===== src/rtl/bus_rr_arbiter.sv =====
// Three-master round-robin bus arbiter with bounded hold time and registered one-hot grants.
// Optional owner lock inputs (suppress hold-timeout preemption) are enabled by defining ARB_LOCK_EN.
module bus_rr_arbiter #(
  parameter int MAX_HOLD = 8,
  parameter int HOLD_W   = 4
) (
  input  logic       clk,
  input  logic       reset_n,
  input  logic       m0_req,
  input  logic       m1_req,
  input  logic       m2_req,
`ifdef ARB_LOCK_EN
  input  logic       m0_lock,
  input  logic       m1_lock,
  input  logic       m2_lock,
`endif
  output logic       m0_grant,
  output logic       m1_grant,
  output logic       m2_grant,
  output logic [1:0] m_sel,
  output logic       bus_busy,
  output logic       preempt,
  output logic [1:0] o_dbg_state
);

  // Handshake: mk_req is level-held for the whole transfer; mk_grant owns the bus
  // from the edge after the request is sampled until the edge where mk_req is seen
  // low (release) or the hold timeout hands the bus to a waiting master.
  typedef enum logic [1:0] {
    OWN0 = 2'd0,
    OWN1 = 2'd1,
    OWN2 = 2'd2,
    IDLE = 2'd3
  } state_t;

  localparam logic [HOLD_W-1:0] HOLD_LAST =
    (MAX_HOLD == 0) ? '0 : HOLD_W'(MAX_HOLD - 1);

  state_t            r_state;
  state_t            w_next_state;
  logic [1:0]        r_last_owner;
  logic [1:0]        w_next_last;
  logic [HOLD_W-1:0] r_hold_cnt;
  logic [HOLD_W-1:0] w_next_hold;
  logic [HOLD_W-1:0] w_hold_inc;
  logic              r_preempt;
  logic              w_next_preempt;
  logic [2:0]        r_grant;
  logic [2:0]        w_next_grant;
  logic [1:0]        r_m_sel;
  logic              r_busy;

  logic [2:0]        w_req;
  logic [2:0]        w_lock;
  logic [2:0]        w_others;
  logic [1:0]        w_own_idx;
  logic [1:0]        w_pick_idle;
  logic [1:0]        w_pick_next;
  logic              w_timeout;

  // Returns the first requester after base in rotation (base itself last), 3 if none.
  function automatic logic [1:0] rr_pick(input logic [1:0] base, input logic [2:0] req);
    logic [1:0] c1;
    logic [1:0] c2;
    logic [1:0] pick;
    c1   = (base == 2'd2) ? 2'd0 : base + 2'd1;
    c2   = (c1 == 2'd2) ? 2'd0 : c1 + 2'd1;
    pick = 2'd3;
    if (req[c1])        pick = c1;
    else if (req[c2])   pick = c2;
    else if (req[base]) pick = base;
    return pick;
  endfunction

  assign w_req = {m2_req, m1_req, m0_req};

`ifdef ARB_LOCK_EN
  assign w_lock = {m2_lock, m1_lock, m0_lock};
`else
  assign w_lock = 3'b000;
`endif

  assign w_own_idx   = r_state;
  assign w_others    = w_req & ~(3'b001 << w_own_idx);
  assign w_pick_idle = rr_pick(r_last_owner, w_req);
  assign w_pick_next = rr_pick(w_own_idx, w_others);

  // Counter saturates at the timeout value; with MAX_HOLD=0 it never moves.
  assign w_hold_inc = ((MAX_HOLD == 0) || (r_hold_cnt == HOLD_LAST)) ?
                      r_hold_cnt : r_hold_cnt + 1'b1;
  assign w_timeout  = (MAX_HOLD != 0) && (r_hold_cnt == HOLD_LAST) && !w_lock[w_own_idx];

  always_comb begin
    w_next_state   = r_state;
    w_next_last    = r_last_owner;
    w_next_hold    = r_hold_cnt;
    w_next_preempt = 1'b0;
    if (r_state == IDLE) begin
      if (|w_req) begin
        w_next_state = state_t'(w_pick_idle);
        w_next_last  = w_pick_idle;
        w_next_hold  = '0;
      end
    end else if (!w_req[w_own_idx]) begin
      if (|w_others) begin
        w_next_state = state_t'(w_pick_next);
        w_next_last  = w_pick_next;
        w_next_hold  = '0;
      end else begin
        w_next_state = IDLE;
        w_next_hold  = '0;
      end
    end else if (!(|w_others)) begin
      w_next_hold = w_hold_inc;
    end else if (w_timeout) begin
      w_next_state   = state_t'(w_pick_next);
      w_next_last    = w_pick_next;
      w_next_hold    = '0;
      w_next_preempt = 1'b1;
    end else begin
      w_next_hold = w_hold_inc;
    end
  end

  always_comb begin
    w_next_grant = 3'b000;
    case (w_next_state)
      OWN0:    w_next_grant = 3'b001;
      OWN1:    w_next_grant = 3'b010;
      OWN2:    w_next_grant = 3'b100;
      default: w_next_grant = 3'b000;
    endcase
  end

  // Outputs are flopped decodes of the next state so they always match r_state.
  always_ff @(posedge clk or negedge reset_n) begin
    if (!reset_n) begin
      r_state      <= IDLE;
      r_last_owner <= 2'd2;
      r_hold_cnt   <= '0;
      r_preempt    <= 1'b0;
      r_grant      <= 3'b000;
      r_m_sel      <= 2'd3;
      r_busy       <= 1'b0;
    end else begin
      r_state      <= w_next_state;
      r_last_owner <= w_next_last;
      r_hold_cnt   <= w_next_hold;
      r_preempt    <= w_next_preempt;
      r_grant      <= w_next_grant;
      r_m_sel      <= w_next_state;
      r_busy       <= (w_next_state != IDLE);
    end
  end

  assign m0_grant    = r_grant[0];
  assign m1_grant    = r_grant[1];
  assign m2_grant    = r_grant[2];
  assign m_sel       = r_m_sel;
  assign bus_busy    = r_busy;
  assign preempt     = r_preempt;
  assign o_dbg_state = r_state;

endmodule


===== config.mk =====
export PLATFORM = sky130hd
export DESIGN_NAME = bus_rr_arbiter
export DESIGN_NICKNAME = d
export VERILOG_FILES = /design/src/rtl/bus_rr_arbiter.sv
export SDC_FILE = /design/constraint.sdc
export NUM_CORES = 1
export LEC_CHECK = 0
export ABC_CLOCK_PERIOD_IN_PS = 1930
export CORE_MARGIN = 4
export CORE_UTILIZATION = 45
export DETAILED_ROUTE_END_ITERATION = 16
export HOLD_SLACK_MARGIN = 0.05
export PLACE_DENSITY = 0.68
export SETUP_SLACK_MARGIN = 0.5
export SYNTH_ARGS = -nofsm -noshare
export SYNTH_HDL_FRONTEND = slang
export SYNTH_SLANG_ARGS = --single-unit

===== constraint.sdc =====
create_clock -name clk -period 1.93 [get_ports clk]
set_input_delay 0.579 -clock clk [delete_from_list [all_inputs] [get_ports clk]]
set_output_delay 0.579 -clock clk [all_outputs]
set_load 0.01 [all_outputs]

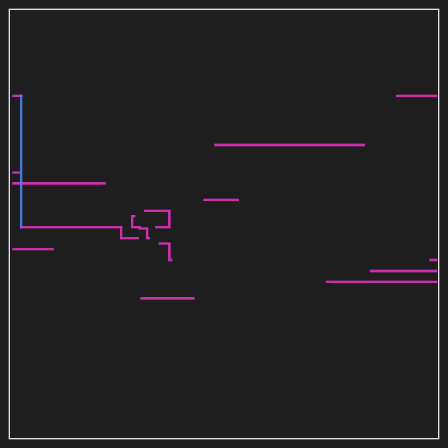
(images/layers.png)
Two of the layers only.
colour	layer	wire length
magenta	M3	105 um
blue	M4	16.3 um
Post-Route WL: 2600 um
DR vias: 881

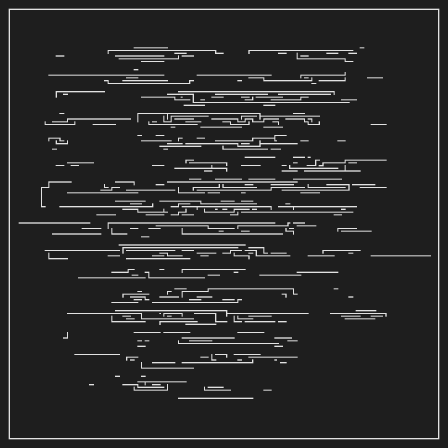
(images/m1.png)
longest straight run	20.7 um
main direction	horizontal
wire length on this layer	1,120 um
met1 usage: 24.7%

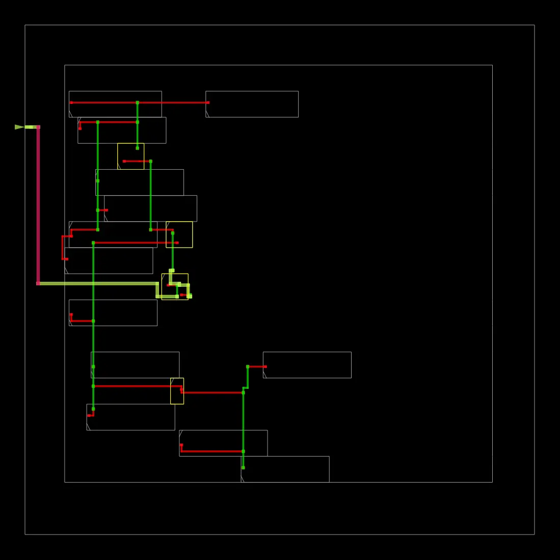
(images/clock_nets.png)
Clk. pwr: 164 uW
Flops: 13
clock latency at the later pin of the worst-skew pair: 0.27 ns
clk sinks: 13

==> out/metrics.cfg <==
[route]
wl_per_cell_um=16.1
highest_layer=met4
detail-route-antenna-nets=0
viasPerCell=5.44
dr.pass1.iters=4
met3_length_um=104
wl_met1_um=1120
drc=0

[global_route]
grt_pass1_wl_um=3910
grt-busiest-layer=met2
grtUsageTotal_pct=19.6
grt_pass1_vias=821
grt_max_degree=14
grtUsageMet3_pct=3.10
antenna_found_initial=0
overflow=0
use_met2_pct=33.9

[power_and_ir_drop]
comb_power_share_pct=65.3
totalPowerFinal_mw=1.81
sequentialPowerShare_pct=25.6
powerSeq_uw=464
p_comb_mw=1.18
p_sw_uw=702
p_leak_nw=0.661
irDropWorstVdd_uv=1110
powerDensity_nw_per_um2=1250
top_power_group=combinational logic

[setup_path]
end_kind=flop
r2r-end=r_hold_cnt[0]
crit_path_frequent_cell=buf_6
startpoint=m_sel[1]
reg2reg_slack_ns=0.24
cp_cell_sequence=buf_6, nand2b_4, a211oi_4, nor3_4, buf_6, mux2i_1, a22o_1
r2r_start=m_sel[1]
endpoint=r_hold_cnt[0]
r2r_cells=7
critical_path_arrival_ns=1.85
max_stage_delay_ns=0.60
critPathKind=reg -> reg
crit_path_start_kind=flop

[synth]
ff_type=dfrtp_1
avgSynthCellArea_um2=9.76
ys_sh_adder_pct=2.73
synth.top_cells.by_area=dfrtp_1 27%, dfstp_2 8.6%, mux2i_1 4.4%
edf_count=0
top_logic_kind=AND-OR/OR-AND gates
synth_area_um2=917
simple_gate_area_share_pct=19.6
synthesis.nets=101
ys_chip_area_um2=917
top_cells_by_count=10 x dfrtp_1, 7 x inv_1, 6 x a21oi_1, 6 x nand2_1, 5 x buf_4
xor_share_pct=0
synthArstFlopShare_pct=100
mux_share_pct=5.59
ys_seq_elements=13
largest_area_cell=dfrtp_1
yosysMostFrequentCell=dfrtp_1
netlist-cell-type-count=44
synth-cells-yosys=94
synth_cells=94

[floorplanning]
io_pins=14
core_um2=1940
die_x_um=53.1
std_cell_rows=16
tap_cells=27
dieHeight_um=53.1
fp_util_pct=47.2
dieArea_um2=2820

[final_layout]
buffers=45
nets=143
top_area_cell_class=logic gates
comb_cells=65
syn2layout_area_growth_pct=58.3
final_cell_mix=18 x buf_4, 13 x buf_6, 10 x dfrtp_1
clock_area_share_pct=1.81
final-comb-area_um2=606
sh_seq_area_pct=22.7
nNonClkInverters=8
drive_above_1_share_pct=54.1
fin_util_pct=74.7
layout.nonclk_buf_share_pct=29.2
seqCellArea_um2=329
final_common_cell=buf_4
comb_area_share_pct=41.7

[placement]
io_buffers=13
dpl.hpwl_um=1560
dp_slack_ns=-0.341
place_area_um2=1170
gp_congestion=0.870

[clock_tree]
cts_buffers=3
postCtsSetupBuffers=9
htree_levels=1
cts_root_buf=clkbuf_4
path_clk_slew_ns=0.08
cts_tree=built

[timing]
holdWs_ns=0.572
rsz0062_at_grt=true
setup_viol=0
slew_headroom_pct=61.9
max_freq_mhz=593
drv_slew=0
finalHoldViolations=0
finalWorstSetupSlack_ns=0.243
fin_crit_sh_pct=87.4
finalClockSkew_ns=0.0104
tightestPinTransition_ns=0.570

[job]
tool_warnings=29
max_cap_violations=0

[min_path]
min-delay-start=r_hold_cnt[3]
hold_class=reg -> reg

[run_status]
outcome=complete, no violations

## sequential cells by signal, indices dropped and copies added, names as in the netlist, named ones only
name	count
m_sel	1
preempt	1
r_last_owner	2
bus_busy	1
r_grant	3
r_hold_cnt	4
## worst max-delay path: cells and delay by family (launching register included)
family                 cells  cell delay (ns)
and+or+nand+nor            2             0.15
buffers and inverters      2             0.28
DFF                        1             0.60
AOI/OAI and AO/OA          2             0.43
muxes                      1             0.11
## worst min path at each step
stage,to,slack (ns),cells after the start
after floorplan,bus_busy,0.28,0
after global placement,r_hold_cnt[1],0.52,1
after detailed placement,r_hold_cnt[1],0.53,1
after CTS,r_hold_cnt[3],0.57,2
after global routing,r_hold_cnt[3],0.60,2
final,r_hold_cnt[3],0.57,2
Power is estimated from default activity; no workload was simulated.
